--- config.mk ---
export PLATFORM = sky130hd
export DESIGN_NAME = rx_edge_bit_sampler_flat
export DESIGN_NICKNAME = d
export VERILOG_FILES = /design/src/rtl/rx_edge_bit_sampler_if.sv /design/src/rtl/rx_edge_bit_sampler.sv /design/src/flat_wrapper.sv
export SDC_FILE = /design/constraint.sdc
export NUM_CORES = 1
export LEC_CHECK = 0
export CAP_MARGIN = 30
export CORE_ASPECT_RATIO = 1.25
export CORE_MARGIN = 4
export CORE_UTILIZATION = 45
export CTS_BUF_LIST = sky130_fd_sc_hd__clkbuf_8
export CTS_CLUSTER_SIZE = 12
export DETAILED_ROUTE_END_ITERATION = 8
export PLACE_DENSITY = 0.83
export SETUP_SLACK_MARGIN = 0.05
export SLEW_MARGIN = 40
export SYNTH_ARGS = -nofsm -noshare
export SYNTH_HDL_FRONTEND = slang
export SYNTH_SLANG_ARGS = --single-unit
--- constraint.sdc ---
create_clock -name clk_RX -period 4.3 [get_ports clk_RX]
set_input_delay 1.29 -clock clk_RX [delete_from_list [all_inputs] [get_ports clk_RX]]
set_output_delay 1.29 -clock clk_RX [all_outputs]
set_load 0.01 [all_outputs]
--- src/rtl/rx_edge_bit_sampler_if.sv ---
// rx_edge_bit_sampler_if
//   Bundles the RX FSM <-> bit sampler signals.
//   master : RX FSM side, drives enables, serial input and frame config,
//            observes counters, sampled bit and pulses.
//   slave  : bit sampler side.
//   Signals: cnt_en, dat_samp_en, RX_IN, prescale[PRESCALE_W], frame_bits[BIT_CNT_W]
//            edge_cnt[PRESCALE_W], bit_cnt[BIT_CNT_W], sampled_bit,
//            sample_valid, frame_done, prescale_err
interface rx_edge_bit_sampler_if #(
    parameter int PRESCALE_W = 6,
    parameter int BIT_CNT_W  = 4
);
    logic                  cnt_en;
    logic                  dat_samp_en;
    logic                  RX_IN;
    logic [PRESCALE_W-1:0] prescale;
    logic [BIT_CNT_W-1:0]  frame_bits;
    logic [PRESCALE_W-1:0] edge_cnt;
    logic [BIT_CNT_W-1:0]  bit_cnt;
    logic                  sampled_bit;
    logic                  sample_valid;
    logic                  frame_done;
    logic                  prescale_err;

    modport master (
        output cnt_en, dat_samp_en, RX_IN, prescale, frame_bits,
        input  edge_cnt, bit_cnt, sampled_bit, sample_valid, frame_done, prescale_err
    );

    modport slave (
        input  cnt_en, dat_samp_en, RX_IN, prescale, frame_bits,
        output edge_cnt, bit_cnt, sampled_bit, sample_valid, frame_done, prescale_err
    );
endinterface

--- src/rtl/rx_edge_bit_sampler.sv ---
// rx_edge_bit_sampler
//   UART RX bit timing and data sampling. Counts oversampling edges per bit
//   and bits per frame, takes three samples of RX_IN around mid-bit and
//   majority-votes them into sampled_bit.
//   Ports:
//     clk_RX : oversampling clock
//     rst    : synchronous reset, active-high
//     bus    : rx_edge_bit_sampler_if.slave (enables, RX_IN, prescale,
//              frame_bits in; edge_cnt, bit_cnt, sampled_bit, sample_valid,
//              frame_done, prescale_err out)
module rx_edge_bit_sampler #(
    parameter int PRESCALE_W = 6,
    parameter int BIT_CNT_W  = 4
) (
    input  logic                   clk_RX,
    input  logic                   rst,
    rx_edge_bit_sampler_if.slave   bus
);
    localparam logic [PRESCALE_W-1:0] P8  = PRESCALE_W'(8);
    localparam logic [PRESCALE_W-1:0] P16 = PRESCALE_W'(16);
    localparam logic [PRESCALE_W-1:0] P32 = PRESCALE_W'(32);
    localparam logic [PRESCALE_W-1:0] ONE = PRESCALE_W'(1);

    logic [PRESCALE_W-1:0] edge_cnt;
    logic [BIT_CNT_W-1:0]  bit_cnt;
    logic                  s0, s1;
    logic                  sampled_bit;
    logic                  sample_valid;
    logic                  prescale_err;

    logic                  legal;
    logic [PRESCALE_W-1:0] p_eff;
    logic [PRESCALE_W-1:0] mid;
    logic                  last_edge;
    logic                  last_bit;
    logic                  samp_on;

    always_comb begin
        legal = (bus.prescale == P8) || (bus.prescale == P16) || (bus.prescale == P32);
        p_eff = legal ? bus.prescale : P8;
        mid   = p_eff >> 1;
        // >= rather than == so a prescale drop below the current edge
        // closes the bit cleanly instead of running edge_cnt past P-1.
        last_edge = (edge_cnt >= p_eff - ONE);
        last_bit  = (bit_cnt == bus.frame_bits - BIT_CNT_W'(1));
        samp_on   = bus.cnt_en && bus.dat_samp_en;
    end

    // Counters
    always_ff @(posedge clk_RX) begin
        if (rst || !bus.cnt_en) begin
            edge_cnt <= '0;
            bit_cnt  <= '0;
        end else if (last_edge) begin
            edge_cnt <= '0;
            bit_cnt  <= last_bit ? '0 : bit_cnt + BIT_CNT_W'(1);
        end else begin
            edge_cnt <= edge_cnt + ONE;
        end
    end

    // Three mid-bit samples; the vote is taken on the third sample edge so
    // the result appears while edge_cnt == mid+2.
    always_ff @(posedge clk_RX) begin
        if (rst) begin
            s0           <= 1'b0;
            s1           <= 1'b0;
            sampled_bit  <= 1'b1;
            sample_valid <= 1'b0;
        end else begin
            sample_valid <= 1'b0;
            if (samp_on) begin
                if (edge_cnt == mid - ONE) s0 <= bus.RX_IN;
                if (edge_cnt == mid)       s1 <= bus.RX_IN;
                if (edge_cnt == mid + ONE) begin
                    sampled_bit  <= (s0 & s1) | (s0 & bus.RX_IN) | (s1 & bus.RX_IN);
                    sample_valid <= 1'b1;
                end
            end
        end
    end

    always_ff @(posedge clk_RX) begin
        if (rst) prescale_err <= 1'b0;
        else     prescale_err <= !legal;
    end

    assign bus.edge_cnt     = edge_cnt;
    assign bus.bit_cnt      = bit_cnt;
    assign bus.sampled_bit  = sampled_bit;
    assign bus.sample_valid = sample_valid;
    assign bus.prescale_err = prescale_err;
    assign bus.frame_done   = bus.cnt_en && last_edge && last_bit;
endmodule

--- src/flat_wrapper.sv ---
// flat-port wrapper written by rule: the top's interface ports become plain ports
module rx_edge_bit_sampler_flat 
#(
    parameter int PRESCALE_W = 6,
    parameter int BIT_CNT_W  = 4
)
  (clk_RX, rst, bus_cnt_en, bus_dat_samp_en, bus_RX_IN, bus_prescale, bus_frame_bits, bus_edge_cnt, bus_bit_cnt, bus_sampled_bit, bus_sample_valid, bus_frame_done, bus_prescale_err);
  rx_edge_bit_sampler_if #(.PRESCALE_W(PRESCALE_W), .BIT_CNT_W(BIT_CNT_W)) bus_i ();
  input  logic clk_RX;
  input  logic rst;
  input wire logic [$bits(bus_i.cnt_en)-1:0] bus_cnt_en;
  input wire logic [$bits(bus_i.dat_samp_en)-1:0] bus_dat_samp_en;
  input wire logic [$bits(bus_i.RX_IN)-1:0] bus_RX_IN;
  input wire logic [$bits(bus_i.prescale)-1:0] bus_prescale;
  input wire logic [$bits(bus_i.frame_bits)-1:0] bus_frame_bits;
  output wire logic [$bits(bus_i.edge_cnt)-1:0] bus_edge_cnt;
  output wire logic [$bits(bus_i.bit_cnt)-1:0] bus_bit_cnt;
  output wire logic [$bits(bus_i.sampled_bit)-1:0] bus_sampled_bit;
  output wire logic [$bits(bus_i.sample_valid)-1:0] bus_sample_valid;
  output wire logic [$bits(bus_i.frame_done)-1:0] bus_frame_done;
  output wire logic [$bits(bus_i.prescale_err)-1:0] bus_prescale_err;
  assign bus_i.cnt_en = bus_cnt_en;
  assign bus_i.dat_samp_en = bus_dat_samp_en;
  assign bus_i.RX_IN = bus_RX_IN;
  assign bus_i.prescale = bus_prescale;
  assign bus_i.frame_bits = bus_frame_bits;
  assign bus_edge_cnt = bus_i.edge_cnt;
  assign bus_bit_cnt = bus_i.bit_cnt;
  assign bus_sampled_bit = bus_i.sampled_bit;
  assign bus_sample_valid = bus_i.sample_valid;
  assign bus_frame_done = bus_i.frame_done;
  assign bus_prescale_err = bus_i.prescale_err;
  rx_edge_bit_sampler #(.PRESCALE_W(PRESCALE_W), .BIT_CNT_W(BIT_CNT_W)) u_core (.clk_RX(clk_RX), .rst(rst), .bus(bus_i));
endmodule
Fig. 1: run 1, wires at chosen ports, followed through buffers
Drawn at 8 px/um.
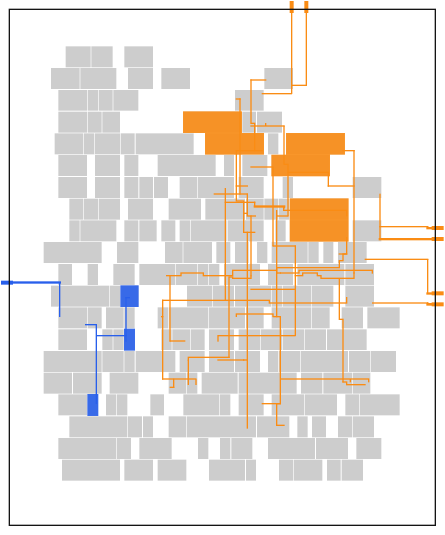
blue -> rst  # bits 1, direction input, edge west, end cells 3, buffers 1, wire 30.8 um
orange -> bus_edge_cnt  # bits 6, direction output, edge 4 east, 2 north, end cells 6, buffers 6, wire 455 um
port buffer count: 28
number of placed I/O pins: 29

Fig. 2: run 1, wire density map
Drawn at 6 px/um. 11 x 13 tiles, from white (low) to dark blue (high), scaled to the fullest tile. Values are wire area over tile area, all layers added.
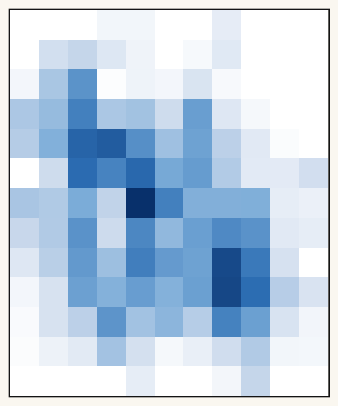
nearly empty tiles = 22%
mean over tiles = 0.13
tiles over half the peak = 23%
GRT Resource Usage Total: 19.1%
detailed-route wire length: 2.86 mm
Routed wire per std cell: 13.2 um
vias post-DR: 1152

==> qor.rpt, run 1 <==
=============================================================================
Worst Path Max Fanout ..........................................            2
Data arrival time of the critical path .........................      3.21 ns
Clock Pin Slew Worst Setup and Hold Paths ......................      0.06 ns
TritonCTS clock tree ...........................................        built
Sum Neg Setup Slack ............................................    -0.203 ns
RSZ-0062 raised after global routing ...........................          yes
Max Clock Freq .................................................      222 MHz
Met3 global-route usage ........................................        3.26%
Router iterations before antenna repair ........................            4
Detail Placement HPWL ..........................................      2.29 mm
Highest metal layer used by the detailed router ................         met4
Part of the power in the clock network .........................        33.3%
Detail Route met3 WL ...........................................       108 um
Insertion Delay late pin .......................................      0.25 ns
Most frequent cell after synthesis .............................      dfxtp_1
Period Utilization, post-route .................................         105%
Flop+latch power ...............................................     0.144 mW
CP endpoint kind ...............................................  output port
Share of cells above drive strength 1 ..........................        19.6%
Final Skew .....................................................   0.00432 ns
Portion of total power attributed to combinational logic .......        22.9%
Worst hold path stage count ....................................            2
Number of antenna repair diodes ................................            0
Clock tree root buffer cell ....................................     clkbuf_8
Leakage component of the power .................................     0.740 nW
Area of the die ................................................   3410 sq um
Async set-or-reset flop fraction in the synthesized netlist ....           0%
Placed Instances ...............................................          209
Crit-path most repeated cell ...................................        buf_2
Dominant delay contributor by cell family on the critical path . simple AND/OR/NAND/NOR gates
Cell Pwr Density ...............................................  198 nW/um^2
Class of the most critical setup path .......................... input port to output port
Final Wtd Congestion ...........................................        0.843
Layout overhead on the synthesized area ........................        45.3%
Met2 track demand over resource in global routing ..............        33.7%
Most used logic cell in the final layout ....................... clkdlybuf4s50_1
Result of the run .............................................. complete, but fails checks
Most frequently placed logic cells in the final layout ......... 21 x clkdlybuf4s50_1, 15 x buf_4, 15 x dfxtp_1
Main power-consuming group ..................................... sequential cells
Die X ..........................................................      53.1 um
Area share of and-or/or-and cells after synthesis ..............        11.6%
Violated checks ................................................ negative setup slack
Flip-flops with a built-in enable ..............................            0
Via density per instance .......................................         5.31
Top area contributor share .....................................        26.3%
Multiplexer share of the synthesized area ......................        3.61%
Share of the core filled by cells before placement .............        47.1%
Maximum cell stage delay along the critical path ...............      0.53 ns
Total congestion overflow ......................................            0
Number of nets with antenna violations after detailed routing ..            0
Main kind of combinational logic by area ....................... simple AND/OR/NAND/NOR gates
Worst Setup Start Kind .........................................   input port
Finish-stage setup viols .......................................            1
DRT iter0 DRCs .................................................           31
Floorplan die height ...........................................      64.3 um
Placed Area ....................................................   1580 sq um
Sequence of cells on the critical path ......................... buf_2 > or4_4 > a21oi_4 > xor2_2 > ha_1 > and3_4 > a221o_1 > nand2_1 > nor2_2 > buf_2
Number of buffers on the longest clock path ....................            2
Dominant cell type by area after synthesis .....................      dfxtp_1
Final worst-path setup slack ...................................    -0.203 ns
Post-route met1 wirelength .....................................      1.17 mm
Core Rows ......................................................           20
NumNets Final ..................................................          212
Tally of OpenROAD warnings .....................................           29
Switching Fraction .............................................        25.6%
Part of the power in registers .................................        43.8%
End-of-flow core utilization ...................................        68.4%
Global-route wire length before repair .........................      5.05 mm
Post-synth area hogs ........................................... dfxtp_1 26%, ha_1 13%, xor2_1 6.9%
Post-cts sizing count ..........................................           27
Worst reg-to-reg setup slack ...................................      2.41 ns
Post-route total power .........................................     0.329 mW
Adder Area Share ...............................................        13.1%
Power in combinational cells ...................................    0.0753 mW
Post-synthesis cell area .......................................   1140 sq um
Global Route met1 Usage ........................................        21.3%
Switching component of the power ...............................    0.0841 mW
Worst Hold Class ............................................... register to register
Endpoint of the worst hold-timing path .........................    u_core.s0
=============================================================================
Fig. 3: run 1, gate families picked out
Drawn at 6 px/um.
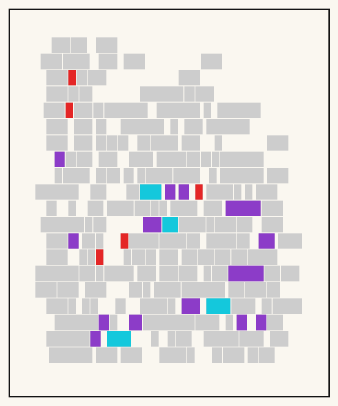
cyan -> non-inverting ao/oa cells  # cells 4
purple -> aoi and oai cells  # cells 14, most used a21oi_1
red -> inv cells  # cells 5, most used inv_1
count of non-filler cells in the finished layout: 217
logic share of the area: 52.5%

## run 1: registers in the layout (all words and copies together), names as in the netlist
name / flops
u_core.s0: 1
u_core.bus.prescale_err: 1
u_core.s1: 1
u_core.bus.edge_cnt: 6
u_core.bus.bit_cnt: 4
u_core.bus.sample_valid: 1
u_core.bus.sampled_bit: 1
## run 1: final cells by class
class | count | area (sq um)
clock inverters | 1 | 3.75
well taps | 33 | 41.3
repair buffers | 44 | 383
inverters | 5 | 18.8
fillers | 210 | 767
multi-input cells | 116 | 872
clock buffers | 3 | 41.3
flip-flops and latches | 15 | 300
Fig. 4: run 1, clock wires, drivers and flops
Drawn at 8 px/um.
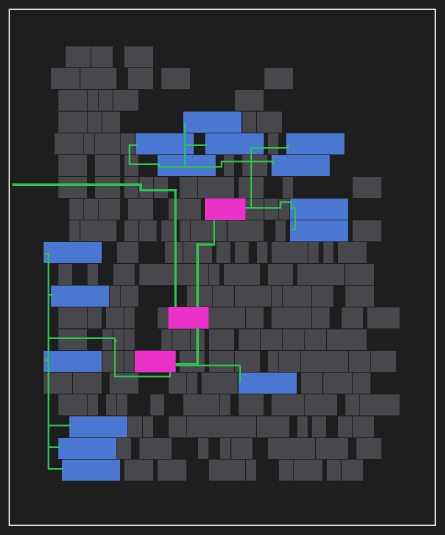

==> inputs of run 2 (changes only) <==
--- a/config.mk
+++ b/config.mk
@@ -12,8 +12,10 @@
 export CTS_BUF_LIST = sky130_fd_sc_hd__clkbuf_8
 export CTS_CLUSTER_SIZE = 12
 export DETAILED_ROUTE_END_ITERATION = 8
+export GPL_TIMING_DRIVEN = 0
 export PLACE_DENSITY = 0.83
 export SETUP_SLACK_MARGIN = 0.05
+export SKIP_LAST_GASP = 1
 export SLEW_MARGIN = 40
 export SYNTH_ARGS = -nofsm -noshare
 export SYNTH_HDL_FRONTEND = slang
Fig. 5: run 2, clock wires, drivers and flops
Drawn at 8 px/um.
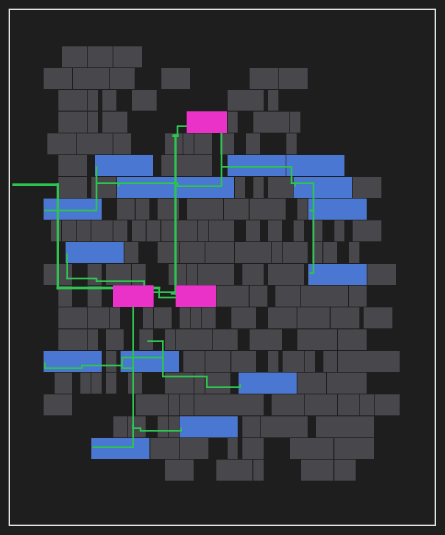
blue -> flip-flops  # count 15
magenta -> clock-net drivers  # count 3
green -> clock wires  # length 215 um
routed clock nets = 4
part of the power in the clock network: 34.9%
Insertion Delay late pin: 0.25 ns

Fig. 6: run 2, gate families picked out
Drawn at 6 px/um.
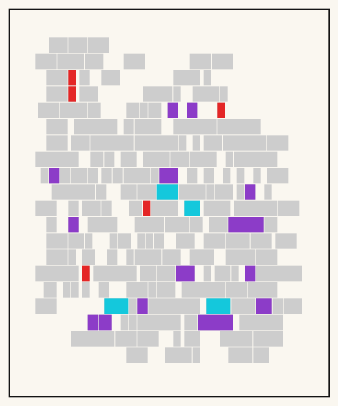
purple -> aoi and oai cells  # cells 14, most used a21oi_1
cyan -> non-inverting ao/oa cells  # cells 4
red -> inv cells  # cells 5, most used inv_1
count of non-filler cells in the finished layout: 210
logic share of the area: 54.0%
most used logic cell in the final layout: clkdlybuf4s50_1

==> run 2 against run 1 <==
Against the previous run:
- the flow still finishes with violations (negative setup slack)
- clock skew increased by 0.0017 ns
- global-route usage decreased by 0.20 points
- setup slack got worse by 0.0053 ns
- routed wire length increased by 4.4%
- combinational power decreased by 0.8%
- register-to-register slack got worse by 0.40 ns
- via count increased by 2.0%
- first-iteration DRC count decreased by 45%
- non-clock buffer count decreased by 7
- critical path depth unchanged
- die area unchanged
==> qor.rpt, run 2 <==
=====================================================================
Result of the run ...................................... complete, but fails checks
Violated checks ........................................ negative setup slack
Worst hold path stage count ............................            2
Post-synth area hogs ................................... dfxtp_1 26%, ha_1 13%, xor2_1 6.9%
TritonCTS clock tree ...................................        built
Number of fill cells in the layout .....................          197
Flip-flops with a built-in enable ......................            0
Worst Hold Class ....................................... register to register
Data arrival time of the critical path .................      3.22 ns
Clock network area share ...............................        2.84%
Share of cells above drive strength 1 ..................        15.8%
CP endpoint kind .......................................  output port
Total number of tap cells ..............................           33
Number of flip-flops under the largest register name ...            6
Number of antenna repair diodes ........................            0
Final Skew .............................................   0.00606 ns
Non-Clock Inverter Count ...............................            5
Layout overhead on the synthesized area ................        42.6%
Final worst-path setup slack ...........................    -0.208 ns
Sequential cell area share .............................        18.4%
Detail Route met3 WL ...................................       147 um
Cell Pwr Density .......................................  206 nW/um^2
Dominant cell type by area after synthesis .............      dfxtp_1
Most frequent cell after synthesis .....................      dfxtp_1
Worst Setup Start Kind .................................   input port
Top area contributor share .............................        26.3%
Post-route met1 wirelength .............................      1.14 mm
Finish-stage setup viols ...............................            1
Post-route total power .................................     0.336 mW
Main kind of combinational logic by area ............... simple AND/OR/NAND/NOR gates
Router iterations before antenna repair ................            4
Seq. cell area .........................................    300 sq um
Highest metal layer used by the detailed router ........         met4
RSZ-0062 raised after global routing ...................          yes
Post-cts sizing count ..................................           29
Maximum cell stage delay along the critical path .......      0.55 ns
Met2 track demand over resource in global routing ......        35.9%
Detail Placement HPWL ..................................      2.21 mm
Worst reg-to-reg setup slack ...........................      2.01 ns
Clock buffer count in the final layout .................            3
Port buffer count ......................................           28
Class of the most critical setup path .................. input port to output port
Global-route wire length before repair .................      4.93 mm
Sum Neg Setup Slack ....................................    -0.208 ns
Non-clock buffer total of the final layout .............           37
Max Clock Freq .........................................      222 MHz
Final Wtd Congestion ...................................        0.832
Most frequently placed logic cells in the final layout . 21 x clkdlybuf4s50_1, 15 x dfxtp_1, 13 x nand2_1
Number of placed I/O pins ..............................           29
=====================================================================
Fig. 7: run 2, routing congestion map
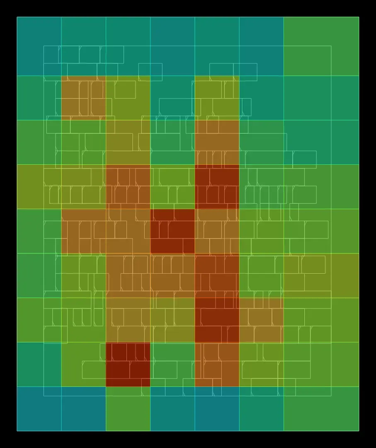
Routed wire per std cell: 14.2 um
end-of-flow core utilization: 67.1%
met3 global-route usage: 3.73%
GRT Resource Usage Total: 18.9%
Global Route met1 Usage: 20.3%

run 2: worst max-delay path by stage:
stage	from	to	cells after the start
finish	bus_prescale[1]	bus_frame_done	10
global route	bus_prescale[1]	bus_frame_done	10
CTS	bus_prescale[1]	bus_frame_done	10
detailed placement	bus_prescale[0]	bus_frame_done	9
global placement	bus_prescale[1]	bus_frame_done	9
floorplan	bus_prescale[2]	bus_frame_done	8
run 2: worst max-delay path: cells and delay by family:
kind / cells / cell delay [ns]
simple gates: 4 / 0.84
fa+ha+maj: 1 / 0.28
xor+xnor: 1 / 0.09
compound gates: 2 / 0.48
buf+inv: 2 / 0.24
run 2: power breakdown:
part           switching, mW  internal [mW]  total [mW]
Combinational         0.0360         0.0387      0.0747
Clock                 0.0532         0.0643       0.117
Sequential           0.00287          0.141       0.144
Total                 0.0920          0.244       0.336
Power figures rest on the tool's default switching activity, not on a simulated workload.
